**config.mk**
```make
export PLATFORM = sky130hd
export DESIGN_NAME = memory_interface
export DESIGN_NICKNAME = d
export VERILOG_FILES = /design/src/rtl/memory_pkg.sv /design/src/rtl/mem_byte_array.sv /design/src/rtl/memory_interface.sv
export SDC_FILE = /design/constraint.sdc
export NUM_CORES = 2
export LEC_CHECK = 0
export ABC_AREA = 0
export CORE_AREA = 2 2 354 427
export DETAILED_ROUTE_END_ITERATION = 10
export DIE_AREA = 0 0 356 429
export PLACE_DENSITY = 0.72
export SKIP_CTS_REPAIR_TIMING = 1
export SLEW_MARGIN = 20
export SYNTH_ARGS = -nofsm -noshare
export SYNTH_HDL_FRONTEND = slang
export SYNTH_HIERARCHICAL = 1
export SYNTH_SLANG_ARGS = --single-unit
```
**constraint.sdc**
```tcl
create_clock -name CLK -period 7.3 [get_ports CLK]
set_input_delay 0.73 -clock CLK [delete_from_list [all_inputs] [get_ports CLK]]
set_output_delay 0.73 -clock CLK [all_outputs]
set_load 0.01 [all_outputs]
```
**src/rtl/memory_pkg.sv**
```systemverilog
// memory_pkg: shared definitions for the byte-serial memory interface.
//   - access-size codes carried on the Type port
//   - read/write codes carried on the RW port
//   - FSM state encoding used by memory_interface
//   - helpers for byte count, write-data alignment and misalignment detection
package memory_pkg;

  // 2'b11 is not named; it is handled as a word access.
  typedef enum logic [1:0] {
    BYTE = 2'b00,
    HALF = 2'b01,
    WORD = 2'b10
  } type_e;

  typedef enum logic {
    READ  = 1'b0,
    WRITE = 1'b1
  } rw_e;

  typedef enum logic [1:0] {
    IDLE   = 2'b00,
    ACCESS = 2'b01,
    DONE   = 2'b10
  } state_e;

  function automatic logic [2:0] byte_count(input logic [1:0] t);
    case (t)
      BYTE:    byte_count = 3'd1;
      HALF:    byte_count = 3'd2;
      default: byte_count = 3'd4;
    endcase
  endfunction

  // Left-justify the active slice so the first byte to send is always [31:24].
  function automatic logic [31:0] align_wdata(input logic [1:0] t, input logic [31:0] d);
    case (t)
      BYTE:    align_wdata = {d[7:0], 24'h0};
      HALF:    align_wdata = {d[15:0], 16'h0};
      default: align_wdata = d;
    endcase
  endfunction

  function automatic logic misaligned(input logic [1:0] t, input logic [1:0] a_lo);
    case (t)
      BYTE:    misaligned = 1'b0;
      HALF:    misaligned = a_lo[0];
      default: misaligned = (a_lo != 2'b00);
    endcase
  endfunction

endpackage

```
**src/rtl/mem_byte_array.sv**
```systemverilog
// mem_byte_array: byte-wide storage for memory_interface.
// The array is named Mem so a testbench can preload or inspect it hierarchically.
// Ports:
//   i_clk    - clock, write port is synchronous to its rising edge
//   i_we     - write enable
//   i_waddr  - write byte address
//   i_wdata  - write byte
//   i_raddr  - read byte address (asynchronous read)
//   o_rdata  - read byte
module mem_byte_array #(
  parameter int ADDR_WIDTH = 8
) (
  input  logic                  i_clk,
  input  logic                  i_we,
  input  logic [ADDR_WIDTH-1:0] i_waddr,
  input  logic [7:0]            i_wdata,
  input  logic [ADDR_WIDTH-1:0] i_raddr,
  output logic [7:0]            o_rdata
);

  logic [7:0] Mem [0:(2**ADDR_WIDTH)-1];

  always_ff @(posedge i_clk) begin
    if (i_we) begin
      Mem[i_waddr] <= i_wdata;
    end
  end

  assign o_rdata = Mem[i_raddr];

endmodule

```
**src/rtl/memory_interface.sv**
```systemverilog
// memory_interface: request/complete handshake front end that moves 1, 2 or 4
// bytes big-endian between a 32-bit data bus and a byte-wide memory, one byte
// per transfer slot, with WAIT_CYCLES stall edges before every byte.
// Optional build macro: MEM_ALIGN_CHECK_EN -- when defined, misaligned
// halfword/word requests complete immediately with ERR=1 and no memory access;
// when undefined, misaligned requests run normally and ERR is held at 0.
// Ports:
//   CLK      - clock, all state changes on rising edge
//   Reset    - synchronous active-high reset (memory contents are kept)
//   MFA      - request level, held high until MFC is seen
//   RW       - 1 write, 0 read
//   Type     - 00 byte, 01 halfword, 10/11 word
//   Address  - byte address of the most significant byte
//   DataIn   - write data, right-justified
//   DataOut  - read data, zero-extended, registered
//   MFC      - access complete, registered
//   ERR      - misaligned-access flag, registered
//
// state  | meaning
// IDLE   | waiting for MFA; request fields captured on acceptance
// ACCESS | stall WAIT_CYCLES edges, then move one byte, until all bytes done
// DONE   | first edge raises MFC (and ERR); then hold until MFA seen low
module memory_interface
  import memory_pkg::*;
#(
  parameter int ADDR_WIDTH  = 8,
  parameter int WAIT_CYCLES = 0
) (
  input  logic                  CLK,
  input  logic                  Reset,
  input  logic                  MFA,
  input  logic                  RW,
  input  logic [1:0]            Type,
  input  logic [ADDR_WIDTH-1:0] Address,
  input  logic [31:0]           DataIn,
  output logic [31:0]           DataOut,
  output logic                  MFC,
  output logic                  ERR
);

  localparam int WCW = (WAIT_CYCLES > 0) ? $clog2(WAIT_CYCLES + 1) : 1;
  localparam logic [WCW-1:0] WAIT_LOAD = WCW'(WAIT_CYCLES);

  state_e                r_state;
  logic                  r_rw;
  logic [ADDR_WIDTH-1:0] r_addr;
  logic [31:0]           r_wdata;
  logic [2:0]            r_bytes_left;
  logic [WCW-1:0]        r_wait;
  logic [31:0]           r_dout;
  logic                  r_mfc;
`ifdef MEM_ALIGN_CHECK_EN
  logic                  r_err;
  logic                  r_bad;
`endif

  logic                  w_xfer;
  logic                  w_we;
  logic [7:0]            w_rdata;

  // A byte moves on every edge of ACCESS where the stall counter has expired.
  assign w_xfer = (r_state == ACCESS) && (r_wait == '0);
  // Reset wins over a pending write so an abandoned access stops cleanly.
  assign w_we   = w_xfer && (r_rw == WRITE) && !Reset;

  mem_byte_array #(
    .ADDR_WIDTH(ADDR_WIDTH)
  ) u_mem (
    .i_clk   (CLK),
    .i_we    (w_we),
    .i_waddr (r_addr),
    .i_wdata (r_wdata[31:24]),
    .i_raddr (r_addr),
    .o_rdata (w_rdata)
  );

  always_ff @(posedge CLK) begin
    if (Reset) begin
      r_state      <= IDLE;
      r_rw         <= 1'b0;
      r_addr       <= '0;
      r_wdata      <= '0;
      r_bytes_left <= '0;
      r_wait       <= '0;
      r_dout       <= '0;
      r_mfc        <= 1'b0;
`ifdef MEM_ALIGN_CHECK_EN
      r_err        <= 1'b0;
      r_bad        <= 1'b0;
`endif
    end else begin
      case (r_state)
        IDLE: begin
          if (MFA) begin
            r_rw         <= RW;
            r_addr       <= Address;
            r_wdata      <= align_wdata(Type, DataIn);
            r_bytes_left <= byte_count(Type);
            r_wait       <= WAIT_LOAD;
            r_dout       <= '0;
`ifdef MEM_ALIGN_CHECK_EN
            if (misaligned(Type, Address[1:0])) begin
              r_bad   <= 1'b1;
              r_state <= DONE;
            end else begin
              r_bad   <= 1'b0;
              r_state <= ACCESS;
            end
`else
            r_state      <= ACCESS;
`endif
          end
        end

        ACCESS: begin
          if (r_wait != '0) begin
            r_wait <= r_wait - WCW'(1);
          end else begin
            r_wait       <= WAIT_LOAD;
            r_addr       <= r_addr + ADDR_WIDTH'(1);
            r_wdata      <= {r_wdata[23:0], 8'h00};
            r_bytes_left <= r_bytes_left - 3'd1;
            if (r_rw == READ) begin
              r_dout <= {r_dout[23:0], w_rdata};
            end
            if (r_bytes_left == 3'd1) begin
              r_state <= DONE;
            end
          end
        end

        DONE: begin
          // MFC rises on the first DONE edge, giving the extra completion edge.
          if (!r_mfc) begin
            r_mfc <= 1'b1;
`ifdef MEM_ALIGN_CHECK_EN
            r_err <= r_bad;
`endif
          end else if (!MFA) begin
            r_mfc   <= 1'b0;
`ifdef MEM_ALIGN_CHECK_EN
            r_err   <= 1'b0;
`endif
            r_state <= IDLE;
          end
        end

        default: r_state <= IDLE;
      endcase
    end
  end

  assign DataOut = r_dout;
  assign MFC     = r_mfc;
`ifdef MEM_ALIGN_CHECK_EN
  assign ERR     = r_err;
`else
  assign ERR     = 1'b0;
`endif

endmodule
```
==> images/ff_map.png <==
The bar under the picture is 100 µm long. Other sequential cells in the stronger gray, the rest of the logic in the fainter gray.
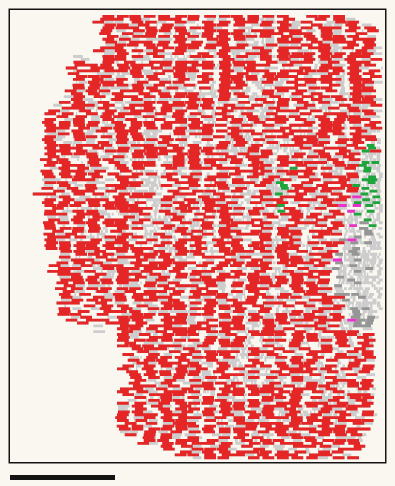
`DataOut` -> green  # flops 32
`r_addr` -> magenta  # flops 8, where middle right
`u_mem/Mem` -> red  # flops 2048, where spread over the die

==> images/gates.png <==
The bar under the picture is 100 µm long.
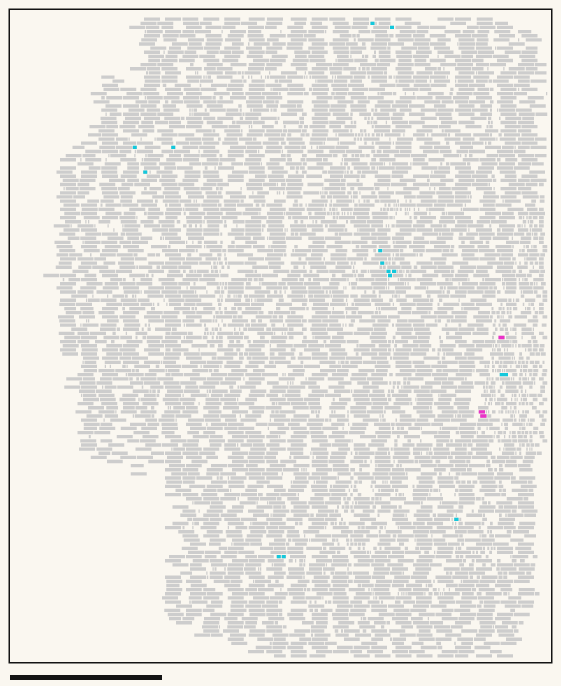
non-inverting ao/oa cells -> cyan  # cells 14, most used a22o_1
fa/ha/maj cells -> magenta  # cells 3, most used ha_1

==> flow_summary.ini <==
; generated from flow reports
[timing]
setup_viol_count_final = 0
min_period_ps = 5210
hold-worst-slack_ps = 491

[yosys]
syn_inst = 4098
synth_top_area_share_pct = 74.3
synth-adder-area-share_pct = 0.0454
yosysMostFrequentCell = edfxtp_1
synth_async_sr_flop_share_pct = 0
mux_area_share_pct = 14.1
ys_seq_elements = 2127
syn_nets = 4147
largest_area_cell = edfxtp_1
yosys.stat.seqShare_pct = 76.2
ys_cells = 4098

[worst_setup_path]
cp_slowest_cell = dfxtp_1
cp_top_family = simple AND/OR/NAND/NOR gates
required_ps = 7720
end_kind = flop
crit_type = reg2reg

[route]
drc = 0
drtPass1Iterations = 8
viasPerCell = 6.70
ant_nets = 0
drtIter0Drc = 6216

[cells_and_area]
comb.multi_input.count = 1692
fin_util_pct = 61.4
antennaDiodeCount = 0
comb-cell-share_pct = 19.8
final_nets = 4238
fill_cells = 10058
stdcell_count = 6305

[placed_design]
dpl_worst_slack_ps = 2160
gp_congestion = 0.881

[grt]
grt_pass1_vias = 41716
antenna_found_initial = 3
grt_max_degree = 204

[outcome]
outcome = finished clean

[hold_path]
hold_path.class = reg2reg

[floorplanning]
die_x_um = 356

[pwr]
powerDensity_nw_per_um2 = 279

[cts]
clkTransAtPathRegs_ps = 60
htree_levels = 4
clockBufferDepth = 3
cts_tree = built
state kept, by name, indices dropped and copies added (netlist names):
register	flops
r_addr	8
r_bytes_left	3
u_mem/Mem	2048
r_rw	1
r_wdata	32
DataOut	32
r_state	2
MFC	1
layer usage:
layer / GRT usage, % / routed length (µm) / vias to the layer above
li1: - / - / 17196
met2: 41.0 / 96000 / 2656
met1: 37.9 / 75800 / 22014
met4: 8.81 / 7470 / 0
met5: 0 / 0 / -
met3: 5.35 / 21700 / 398
path summary, 6_finish.rpt:
path | startpoint | end | slack (ps) | cells after the start
max | r_state[0] | u_mem/Mem[25][7] | 2090 | 7
min | r_wdata[9] | r_wdata[9] | 490 | 2
max reg2reg | r_state[0] | u_mem/Mem[25][7] | 2090 | 7
min reg2reg | r_wdata[9] | r_wdata[9] | 490 | 2
cell usage in the layout (no fill, tap or decap), types with 5 or more instances in the layout:
cell,synthesis,routed
clkbuf_16,0,195
clkbuf_1,119,56
o22ai_1,29,29
o21ai_0,12,12
nor4_1,32,32
dfxtp_1,79,65
a22oi_1,175,175
inv_1,15,15
o221ai_1,46,46
nand2_1,52,51
dfxtp_4,0,12
buf_4,30,76
buf_12,8,8
o22a_1,5,5
o211ai_1,10,10
a22o_1,8,8
nand2b_1,10,10
o41ai_1,7,7
mux4_2,454,454
a211oi_1,24,24
clkdlybuf4s50_1,0,77
bufinv_16,0,9
nand3_1,40,40
a222oi_1,8,8
nor2b_1,42,39
edfxtp_1,2048,2048
clkinv_1,1,42
nor2_1,355,351
mux2i_1,136,136
clkinv_2,0,34
a221oi_1,20,20
nand4_1,12,12
a21oi_1,115,115
and2_1,7,7
a2bb2oi_1,5,5
nor3_1,22,22
where the power goes:
part | switching [mW] | internal, mW
logic | 1.39 | 0.777
registers | 0.158 | 13.6
clock network | 4.23 | 5.23
Power is estimated from default activity; no workload was simulated.
